**config.mk**
```make
export PLATFORM = sky130hd
export DESIGN_NAME = sdram_client_responder
export DESIGN_NICKNAME = d
export VERILOG_FILES = /design/src/rtl/sdram_pkg.sv /design/src/rtl/sdram_client_responder.sv
export SDC_FILE = /design/constraint.sdc
export NUM_CORES = 1
export LEC_CHECK = 0
export CELL_PAD_IN_SITES_DETAIL_PLACEMENT = 0
export CELL_PAD_IN_SITES_GLOBAL_PLACEMENT = 2
export CORE_MARGIN = 4
export CORE_UTILIZATION = 25
export CTS_BUF_LIST = sky130_fd_sc_hd__clkbuf_4 sky130_fd_sc_hd__clkbuf_8
export CTS_CLUSTER_SIZE = 10
export DETAILED_ROUTE_END_ITERATION = 10
export PLACE_DENSITY = 0.89
export SYNTH_ARGS = -nofsm -noshare
export SYNTH_HDL_FRONTEND = slang
export SYNTH_SLANG_ARGS = --single-unit
```
**constraint.sdc**
```tcl
create_clock -name i_clk -period 1.7 [get_ports i_clk]
set_input_delay 0.255 -clock i_clk [delete_from_list [all_inputs] [get_ports i_clk]]
set_output_delay 0.255 -clock i_clk [all_outputs]
set_load 0.02 [all_outputs]
```
**src/rtl/sdram_pkg.sv**
```systemverilog
// Shared definitions for the per-client SDRAM request/finished responder.
package sdram_pkg;

  localparam int unsigned SDRAM_ADDR_W  = 23;
  localparam int unsigned SDRAM_DATA_W  = 32;
  localparam int unsigned SDRAM_TIMEOUT = 1024;
  localparam int unsigned SDRAM_BE_W    = SDRAM_DATA_W / 8;

  // Byteenable for a full-word transfer at the default data width.
  localparam logic [SDRAM_BE_W-1:0] SDRAM_BE_ALL = '1;

  // Responder FSM states.
  typedef enum logic [2:0] {
    IDLE,
    WR_CMD,
    RD_CMD,
    RD_WAIT,
    DONE
  } sdram_state_e;

endpackage

```
**src/rtl/sdram_client_responder.sv**
```systemverilog
// Per-client responder: turns a held read/write request into one single-word
// Avalon-MM transfer and answers with registered read data plus a one-cycle
// finished pulse. All outputs are registered.
module sdram_client_responder
  import sdram_pkg::*;
#(
  parameter int unsigned ADDR_W  = SDRAM_ADDR_W,
  parameter int unsigned DATA_W  = SDRAM_DATA_W,
  parameter int unsigned TIMEOUT = SDRAM_TIMEOUT
) (
  input  logic                i_clk,
  input  logic                i_rst_n,
  input  logic                req_read,
  input  logic                req_write,
  input  logic [ADDR_W-1:0]   req_addr,
  input  logic [DATA_W-1:0]   req_writedata,
  output logic [DATA_W-1:0]   resp_readdata,
  output logic                resp_finished,
  output logic [ADDR_W-1:0]   avm_address,
  output logic                avm_read,
  output logic                avm_write,
  output logic [DATA_W-1:0]   avm_writedata,
  output logic [DATA_W/8-1:0] avm_byteenable,
  input  logic                avm_waitrequest,
  input  logic [DATA_W-1:0]   avm_readdata,
  input  logic                avm_readdatavalid,
  output logic                err_timeout,
  output logic                err_conflict
);

  localparam int unsigned CNT_W = (TIMEOUT > 2) ? $clog2(TIMEOUT) : 1;
  localparam logic [CNT_W-1:0] CNT_LAST = CNT_W'(TIMEOUT - 1);

  sdram_state_e      state, state_n;
  logic [CNT_W-1:0]  cnt, cnt_n;
  logic              is_write, is_write_n;
  logic              stop, stop_n;
  logic              post_done;
  logic              req_valid;

  logic [ADDR_W-1:0] addr_n;
  logic [DATA_W-1:0] wdata_n;
  logic [DATA_W-1:0] rdata_n;
  logic              rd_n, wr_n, fin_n;
  logic              etimeout_n, econflict_n;

  // The in-flight request is still wanted: same type held, same address.
  always_comb begin
    req_valid = (is_write ? req_write : req_read) && (req_addr == avm_address);
  end

  // State and registered outputs; async reset aborts any transfer at once.
  always_ff @(posedge i_clk or negedge i_rst_n) begin
    if (!i_rst_n) begin
      state          <= IDLE;
      cnt            <= '0;
      is_write       <= 1'b0;
      stop           <= 1'b0;
      post_done      <= 1'b0;
      avm_address    <= '0;
      avm_writedata  <= '0;
      avm_read       <= 1'b0;
      avm_write      <= 1'b0;
      avm_byteenable <= '0;
      resp_readdata  <= '0;
      resp_finished  <= 1'b0;
      err_timeout    <= 1'b0;
      err_conflict   <= 1'b0;
    end else begin
      state          <= state_n;
      cnt            <= cnt_n;
      is_write       <= is_write_n;
      stop           <= stop_n;
      post_done      <= (state == DONE);
      avm_address    <= addr_n;
      avm_writedata  <= wdata_n;
      avm_read       <= rd_n;
      avm_write      <= wr_n;
      // Reads as zero only while in reset; full-word transfers otherwise.
      avm_byteenable <= '1;
      resp_readdata  <= rdata_n;
      resp_finished  <= fin_n;
      err_timeout    <= etimeout_n;
      err_conflict   <= econflict_n;
    end
  end

  // Next-state and next-output decode.
  always_comb begin
    state_n     = state;
    cnt_n       = cnt;
    is_write_n  = is_write;
    stop_n      = stop;
    addr_n      = avm_address;
    wdata_n     = avm_writedata;
    rdata_n     = resp_readdata;
    rd_n        = 1'b0;
    wr_n        = 1'b0;
    fin_n       = 1'b0;
    etimeout_n  = err_timeout;
    econflict_n = err_conflict;

    // Any cycle in flight where the client withdrew or changed its request
    // suppresses the final pulse, even if it is restored later.
    if (state != IDLE) begin
      stop_n = stop | ~req_valid;
    end

    unique case (state)
      IDLE: begin
        // The pulse cycle is skipped so the client's still-held old request
        // is not taken as a new transaction.
        if (!post_done) begin
          if (req_write) begin
            addr_n      = req_addr;
            wdata_n     = req_writedata;
            wr_n        = 1'b1;
            is_write_n  = 1'b1;
            stop_n      = 1'b0;
            econflict_n = err_conflict | req_read;
            state_n     = WR_CMD;
          end else if (req_read) begin
            addr_n     = req_addr;
            rd_n       = 1'b1;
            is_write_n = 1'b0;
            stop_n     = 1'b0;
            state_n    = RD_CMD;
          end
        end
      end
      WR_CMD: begin
        if (avm_waitrequest) begin
          wr_n = 1'b1;
        end else begin
          state_n = DONE;
        end
      end
      RD_CMD: begin
        if (avm_waitrequest) begin
          rd_n = 1'b1;
        end else if (avm_readdatavalid) begin
          rdata_n = avm_readdata;
          state_n = DONE;
        end else begin
          cnt_n   = '0;
          state_n = RD_WAIT;
        end
      end
      RD_WAIT: begin
        if (avm_readdatavalid) begin
          rdata_n = avm_readdata;
          state_n = DONE;
        end else if (cnt == CNT_LAST) begin
          rdata_n    = '0;
          etimeout_n = 1'b1;
          state_n    = DONE;
        end else begin
          cnt_n = cnt + CNT_W'(1);
        end
      end
      DONE: begin
        fin_n   = req_valid & ~stop;
        state_n = IDLE;
      end
      default: begin
        state_n = IDLE;
      end
    endcase
  end

endmodule

```
Run 1, routed metal, one colour a layer:
The bar under the picture is 50 um long.
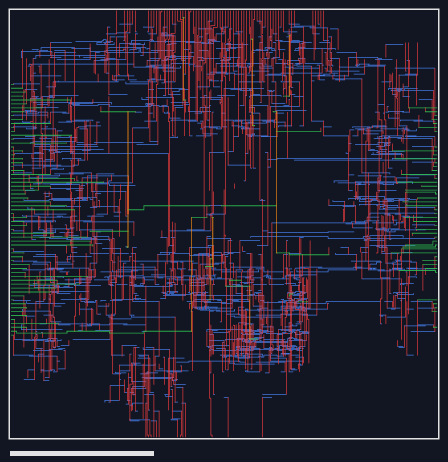
[M2] red | wire length: 7,530 um
[M1] blue | wire length: 5,580 um
[M4] orange | wire length: 265 um
[M3] green | wire length: 1,050 um

Run 1, sequential cells grouped by signal name:
The bar under the picture is 50 um long.
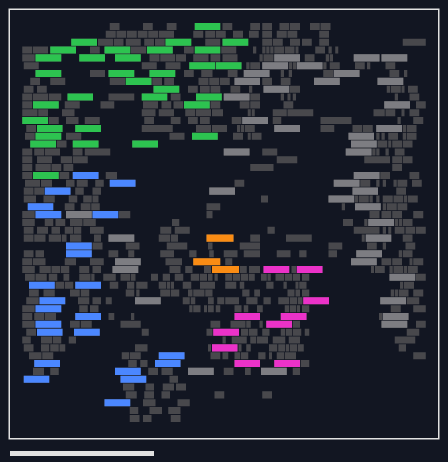
[cnt] magenta | placed flops: 10
[state] orange | placed flops: 3
[avm_writedata] green | placed flops: 32
[avm_address] blue | placed flops: 23

==> run summary, run 1 <==
Summary of the current implementation state.

- The routed length on met2 is around 7.5 mm, for reference.
- Post-synth the commonest register cell is sky130_fd_sc_hd__dfrtp_1.
- The power report lists the clock group at 0.00181 W.
- Looking at the reg2reg group, the worst path ends at avm_writedata[29].
- The share of the core area taken by cells at floorplan is between 20% and 30%.
- The post-synth count of flops with an enable pin is 0.
- The net switching power in the latest report is 0.00522 W.
- Leaving out the clock tree, the finished layout contains an inverter count of 36.
- In the Yosys stats the netlist draws on 47 distinct library cells.
- The final-layout fill cell count is 1,799, for reference.
- Counting both buffers and inverters, the worst setup path holds a total of 2.
- In the final layout, excluding clock buffers the buffer count is 244.
- The post-cts hold-fix buffer tally is 1, for reference.
- The share of cells above drive strength 1 is between 20% and 30%, for reference.
- The worst setup path category is flop to flop, for reference.
- The DRC marker count from the first detailed-route iteration is between 100 and 150, for reference.
- By area, the combinational part of the netlist is dominated by multiplexers.
- Leaving out filler cells and counting taps, the final layout contains 914.
- For this run, the total global-route usage over all layers was measured as 12.0%.
- The detail route stage leaves a number of antenna-violating nets equal to 0.
- The power report shows net switching accounting for 37.0% of the total.
- For this run, the post-layout net count is 738.
- Yosys reports that the most numerous cell types are 109 x sky130_fd_sc_hd__dfrtp_1, 53 x sky130_fd_sc_hd__mux2_2, 41 x sky130_fd_sc_hd__nand2_1.
- The worst setup path is launched from a flop.
- The total global routing overflow is 0, for reference.
- The stage-log warning count is 31, for reference.
- The post-CTS setup buffer count is 3, for reference.
- STA shows the worst min-delay path finishing at resp_readdata[4].
- In this run, post-CTS repair resized a total of 17 instances.
- The final sum of negative setup slack is -0.0570 ns, for reference.
- The iteration tally of the first detailed-router pass is 4, for reference.
- The routability congestion estimate from global placement is 0.773, for reference.
- The synthesis stats list as the most numerous cell sky130_fd_sc_hd__dfrtp_1.
- The topmost layer with routed signal wires is met4, for reference.
- The clock network takes up around 2.8% of total cell area after layout.
- The synthesized netlist occupies a cell area of 0.00494 mm2.
- Leaving out fill and tap cells, the most frequent cells in the layout are 154 x sky130_fd_sc_hd__clkdlybuf4s50_1, 106 x sky130_fd_sc_hd__dfrtp_1, 41 x sky130_fd_sc_hd__nand2_1.
- The min-delay analysis places its worst path in the category primary input to flop.
- The critical path's top delay family is flip-flops, for reference.
- The half-perimeter wire length after placement is 9.76 mm, for reference.
- The met2 demand-to-capacity share in global routing is between 20% and 30%, for reference.
- Per the post-synthesis report, the nets total approximately 500.
- According to the timing report, the critical path is launched from state[0].
- The tally of max-capacitance violations is 0, for reference.
- The number of rows created at floorplan is around 51, for reference.
- Per report_power, the Sequential row totals 0.00462 W.
- The sequential cell area share is 33.4%, for reference.
- The post-synthesis cell count is 408, for reference.
- The global routing met1 resource utilization is 13.3%, for reference.
- The growth of design area from synthesis to finish is 65.4%, for reference.
- Per the OpenROAD floorplan log, the area of the core is roughly 0.019 mm2.
- Of all cell types, the one taking the most synthesized area is sky130_fd_sc_hd__dfrtp_1.
- Power comes to 0.0141 W.
- The register share after synthesis is 55.2%, for reference.
- Summing all placed instances gives a cell area of 0.00735 mm2.
- The maximum fanout along the worst path is 7, for reference.
- The number of remaining DRC errors is 0, for reference.
- The sequential share of power is 32.7%, for reference.
- The largest net degree at the start of global routing is 110, for reference.
- During synthesis, Yosys emitted a total of 0 warnings.
- In this run, CTS created clock tree buffers numbering 9.
- The wire length reported by the detailed router is 14.4 mm, for reference.
- STA classifies the critical path endpoint as a flop.
- Static timing analysis puts the maximum clock frequency at 0.582 GHz.
- The cell-mix breakdown from Yosys lists the compound-gate area share as 4.23%.
- Of the total power, combinational logic draws 54.5%.
- The report lists the cells along the critical path as or2_4, nor3_4, buf_6, clkbuf_16, mux2_4.
- STA reports a reg2reg setup slack of -0.02 ns.
- The most critical setup path has its endpoint at avm_writedata[29].
- After layout, the minimum clock period comes to approximately 1.7 ns.
- The depth of the worst hold-timing path is 3, for reference.
- The area taken by flip-flops and latches is between 0.002 and 0.003 mm2, for reference.
- Looking at the worst setup and hold paths, the clock pins of their registers show a slew of 0.10 ns.
- The commonest non-fill, non-tap cell in the layout is sky130_fd_sc_hd__clkdlybuf4s50_1, for reference.
- TritonCTS built the clock tree.
- The horizontal die size is 149 um, for reference.
- Looking at the group totals, the largest power group turns out to be combinational logic.
- The global-route wire length before repair is between 20 and 25 mm, for reference.
- The worst-path cell with the longest stage delay is sky130_fd_sc_hd__dfrtp_2, for reference.
- The relative slew slack is 55.3%, for reference.
- The final layout contains a sequential cell count of 109.
- In this run, the synthesized area fraction spent on and/or/nand/nor cells is recorded as 10.9%.
- Per the detail_route log, met3 wirelength is roughly 1.1 mm.
- The initial antenna violation count is 0, for reference.
- The number of clock sinks is between 100 and 150, for reference.
- The total combinational power is 0.00770 W, for reference.
- Setup repair after global routing could not meet its margin everywhere.
- The analysis attributes to cell leakage a power of 3.75 nW.
- The skew report gives the latency at the later pin of the worst-skew pair as 0.37 ns.
- The clock share of power is 12.8%, for reference.
- The H-tree depth is 3, for reference.
- For this run, global-route usage on met3 was measured as 4.57%.
- The synthesized netlist devotes 4.08% of its cell area to XOR and XNOR gates.
- The area fraction in mux cells is 19.6%, for reference.
- On the worst path, the slowest cell contributes a delay of 0.49 ns.
- For the pin with the worst max-slew slack, the measured transition is 0.670 ns.
- The pre-CTS setup check shows a worst slack of -0.330 ns.
- After routing the design area is approximately 0.0082 mm2.
- Counting the clock-network buffers in the layout gives 10.
- The final reports fail on negative setup slack.
- The number of well taps is 265, for reference.
- The die boundary height is 149 um, for reference.
- After synthesis, the design contains 408 cells according to Yosys.
- Counting buffers and inverters, the worst setup path is 5 cells deep.
- The class occupying the most area after layout is reported as registers.
- After synthesis, the mean cell area works out to 12.1 um2.
- The share of synthesized area in the top cell type comes to 55.2%.
- The multi-input gate share of total cell area is 26.8%, for reference.
- Yosys reported a register bit count of 109.
- On the final layout, the worst hold slack is 0.429 ns.
- Looking at the clock tree report, the root buffer type is sky130_fd_sc_hd__clkbuf_8.
- Per the final timing report, the hold violations number 0.
- The summed standard-cell area reported by yosys is slightly below 0.005 mm2, for reference.
- The chip occupies ~0.022 mm2.
- The registers reported with the highest flop counts are avm_writedata x32, resp_readdata x32, avm_address x23.
- At the worst endpoint, the arrival time is 1.98 ns.
- For this run, combinational gates with multiple inputs come to 244.
- The share of the clock period used by the worst path is 101%, for reference.
- The synthesis report gives the async set-or-reset register share as 100%.
- The worst register-to-register path begins at state[0].
- The detailed router placed 3,957 vias in this run.
- The via density per instance is 4.33, for reference.
- The synthesis report lists the most area-consuming cells as sky130_fd_sc_hd__dfrtp_1 55%, sky130_fd_sc_hd__mux2_2 12%, sky130_fd_sc_hd__mux2i_1 7.1%, sky130_fd_sc_hd__xor2_1 3.5%, sky130_fd_sc_hd__nand2_1 3.1%.
- The final-report max-slew violation count is 0, for reference.
- From the final report, the count of setup violators was given as 9.
- The run finished, with violations left.
- The repair_antennas step left the layout with diodes totalling 0.
- The area of the multi-input gates is between 0.002 and 0.0025 mm2, for reference.
- The hold path startpoint is avm_readdata[4], for reference.
- The final worst-path setup slack is -0.0171 ns, for reference.
- The non-clock buffering overhead in the final layout is 31.2%, for reference.
- The number of global-route vias before repair is 4,301, for reference.
- The path depth of the worst reg2reg path is 5, for reference.
- Counting tap cells, the placed design contains a total of 877 instances.
- The required time of the critical path is 1.96 ns, for reference.
- In this run the most used layer during global routing was met2.
- The internal cell power is 0.00891 W, for reference.
- In the final routed layout, each cell accounts on average for 15.8 um.
- The deepest clock path buffer count is 2, for reference.
- VDD sags by at most 0.903 mV.
Run 1, I/O nets highlighted:
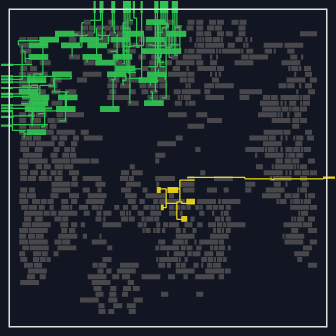
[avm_readdatavalid] yellow | bits: 1 | direction: input | edge: east | end cells: 5 | buffers: 2 | wire: 128 um
[avm_writedata] green | bits: 32 | direction: output | edge: 20 north, 12 west | end cells: 32 | buffers: 32 | wire: 1,140 um
I/O Buffers: 188
I/O Pins: 189

==> run 1 -> run 2 <==
Settings changed: ABC_CLOCK_PERIOD_IN_PS set to 1700.
Run 2, routed metal, one colour a layer:
The bar under the picture is 50 um long.
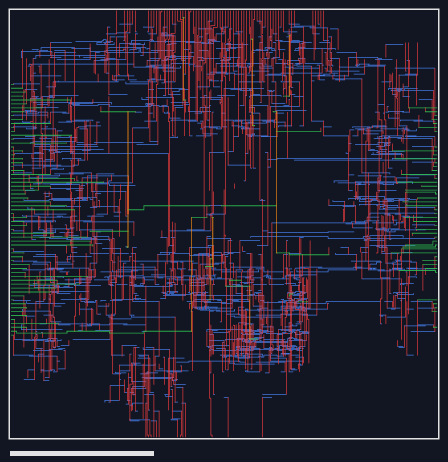
[M1] blue | wire length: 5,580 um
[M2] red | wire length: 7,530 um
[M4] orange | wire length: 265 um
[M3] green | wire length: 1,050 um

Run 2, clock routing:
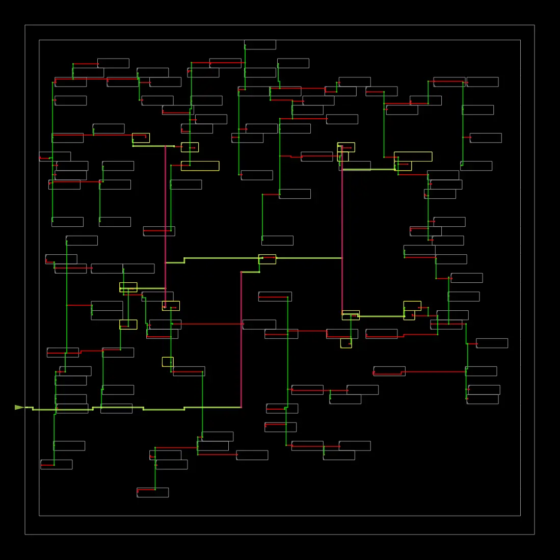
Insertion Delay late pin: 0.37 ns
final setup skew: 0.00892 ns
Num CTS Buffers: 9
# clk buffers: 10
seq_cells: 109

Run 2, I/O nets highlighted:
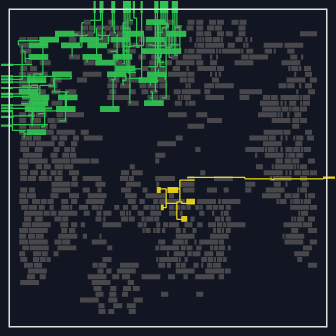
[avm_writedata] green | bits: 32 | direction: output | edge: 20 north, 12 west | end cells: 32 | buffers: 32 | wire: 1,140 um
[avm_readdatavalid] yellow | bits: 1 | direction: input | edge: east | end cells: 5 | buffers: 2 | wire: 128 um

==> run summary, run 2 <==
Summary of the current implementation state.

- The run finished, with violations left.
- The checks that failed: negative setup slack.
- The post-route worst hold slack is 0.429 ns (unchanged).
- The relative slew slack came to 55.3% (unchanged).
- The sum of buffers and inverters on the critical path is 2 (unchanged).
- The and-or/or-and share of the synthesized area is 4.23% (unchanged).
- The final layout net count is 738 (unchanged), for reference.
- The inverter count was 36 (unchanged).
- Yosys reports that the most numerous cell types are 109 x sky130_fd_sc_hd__dfrtp_1, 53 x sky130_fd_sc_hd__mux2_2, 41 x sky130_fd_sc_hd__nand2_1.
- The number of rows created at floorplan is 51 (unchanged).
- The fraction of met3 tracks used by global routing is 4.57% (unchanged), for reference.
- The met2 demand-to-capacity share in global routing is 21.4% (unchanged), for reference.
- The power consumed by the clock network was 0.00181 W (about the same).
- The post-synthesis cell count was 408 (unchanged).
- The total routing resource utilization after global routing is 12.0% (unchanged), for reference.
- The most critical min-delay path falls under primary input to flop.
- The number of well taps came to 265 (unchanged).
- The number of port buffers is 188 (unchanged), for reference.
- The most critical setup path has its startpoint at state[0].
- The stage-log warning count is 31 (unchanged), for reference.
- The maximum clock frequency is 0.582 GHz (unchanged), for reference.
- The floorplan net count is 502 (unchanged), for reference.
- The final-report max-slew violation count is 0 (unchanged).
- The final standard cell count with taps included and fillers excluded is 914 (unchanged), for reference.
- The final count of negative-setup-slack endpoints is 9 (unchanged), for reference.
- The top logic cell family in the synthesized netlist is multiplexers, for reference.
- Leaving out fill and tap cells, the most frequent cells in the layout are 154 x sky130_fd_sc_hd__clkdlybuf4s50_1, 106 x sky130_fd_sc_hd__dfrtp_1, 41 x sky130_fd_sc_hd__nand2_1.
- The iteration tally of the first detailed-router pass came to 4 (unchanged).
- The total die size came to 0.0221 mm2 (unchanged).
- The clock tree root driver cell is sky130_fd_sc_hd__clkbuf_8, for reference.
- In this run the critical register-to-register path is captured at avm_writedata[29].
- The post-synthesis sequential element count came to 109 (unchanged).
- The clock share of power is 12.8% (about the same), for reference.
- The wire length reported by the detailed router is 14.4 mm (unchanged), for reference.
- The number of global-route vias before repair is 4,301 (unchanged), for reference.
- The non-clock buffering overhead in the final layout is 31.2% (unchanged).
- Among logic cells in the layout, the one with the most instances is sky130_fd_sc_hd__clkdlybuf4s50_1.
- The DRC marker count from the first detailed-route iteration is 124 (unchanged), for reference.
- The total global routing overflow came to 0 (unchanged).
- The path depth of the worst reg2reg path is 5 (unchanged), for reference.
- The sequential share of power was 32.7% (about the same).
- The initial antenna violation count is 0 (unchanged), for reference.
- The cell count listed in synth_stat.txt was 408 (unchanged).
- The fraction of registers with async set or reset after synthesis is 100% (unchanged).
- The area fraction in mux cells was 19.6% (unchanged).
- The number of flops mapped to enable cells by yosys came to 0 (unchanged).
- The final sum of negative setup slack came to -0.0570 ns (unchanged).
- The share of the clock period used by the worst path is 101% (unchanged), for reference.
- The per-instance average area after synthesis is 12.1 um2 (unchanged).
- After synthesis, the cell types taking the most area are sky130_fd_sc_hd__dfrtp_1 55%, sky130_fd_sc_hd__mux2_2 12%, sky130_fd_sc_hd__mux2i_1 7.1%, sky130_fd_sc_hd__xor2_1 3.5%, sky130_fd_sc_hd__nand2_1 3.1%.
- The worst setup path is of the flop to flop kind.
- STA classifies the critical path startpoint as a flop.
- STA classifies the critical path endpoint as a flop.
- The cell area after synthesis is 0.00494 mm2 (unchanged), for reference.
- The routed length on met2 was 7.53 mm (unchanged).
- The via density per instance came to 4.33 (unchanged).
- The maximum fanout along the worst path is 7 (unchanged), for reference.
- The portion of synthesized cell area occupied by the leading cell type is 55.2% (unchanged), for reference.
- The routability congestion estimate from global placement came to 0.773 (unchanged).
- The power consumption was 0.0141 W (unchanged).
- The multi-input gate share of total cell area came to 26.8% (unchanged).
- The capture point of the worst path is avm_writedata[29], for reference.
- The total of warnings raised by yosys was 0 (unchanged).
- The horizontal die size is 149 um (unchanged).
- The worst-margin pin slew came to 0.670 ns (unchanged).
- The count of plain and timing-repair buffers in the layout came to 244 (unchanged).
- The post-CTS setup buffer count is 3 (unchanged).
- The largest net degree at the start of global routing is 110 (unchanged).
- The arrival time of the worst setup path was 1.98 ns (about the same).
- The final worst-path setup slack came to -0.0171 ns (unchanged).
- The critical path goes through or2_4, nor3_4, buf_6, clkbuf_16, mux2_4.
- The final-layout fill cell count is 1,799 (unchanged), for reference.
- The basic-gate share of the synthesized area counting and, or, nand and nor cells came to 10.9% (unchanged).
- The most used flip-flop cell is sky130_fd_sc_hd__dfrtp_1, for reference.
- Sorting the synthesis cell report by count puts at the top sky130_fd_sc_hd__dfrtp_1.
- The clock input transition at the sequential cells of the worst setup and hold paths is 0.10 ns (about the same), for reference.
- The static leakage came to 3.75 nW (unchanged).
- The internal cell power was 0.00891 W (unchanged).
- The summed area of non-filler cells in the final layout was 0.00817 mm2 (unchanged).
- The die boundary height is 149 um (unchanged), for reference.
- The final critical delay including setup and external delays is 1.72 ns (unchanged), for reference.
- The area share of xor/xnor cells in the synthesized design is 4.08% (unchanged).
- met2 is the most crowded layer.
- The endpoint of the worst hold path is reported as resp_readdata[4].
- The number of diodes added for antenna fixing is 0 (unchanged).
- The critical path's top delay family is flip-flops, for reference.
- The met3 routed wirelength is 1.05 mm (unchanged).
- The area inside the core boundary is 0.0195 mm2 (unchanged), for reference.
- The global routing met1 resource utilization was 13.3% (unchanged).
- The power consumed by sequential cells is 0.00462 W (about the same), for reference.
- Ranked by total area, the top cell class in this layout is registers.
- The total combinational power is 0.00770 W (about the same), for reference.
- The deepest clock path buffer count is 2 (unchanged), for reference.
- The delay of the slowest cell on the worst path is 0.49 ns (about the same), for reference.
- The final-layout clock-cell area share came to 2.85% (unchanged).
- The largest area contributor in the netlist is sky130_fd_sc_hd__dfrtp_1, for reference.
- The number of antenna-violating nets in the routed design came to 0 (unchanged).
- The growth of design area from synthesis to finish was 65.4% (unchanged).
- The maximum vdd ir drop is 0.903 mV (unchanged), for reference.
- The startpoint identified for the worst hold timing path is avm_readdata[4].
- The multi-input combinational gate total was 244 (unchanged).
- The final number of hold-violating endpoints came to 0 (unchanged).
- The power dissipated by switching net loads is 0.00522 W (unchanged), for reference.
No activity file was given, so power comes from the tool's default toggle rates.
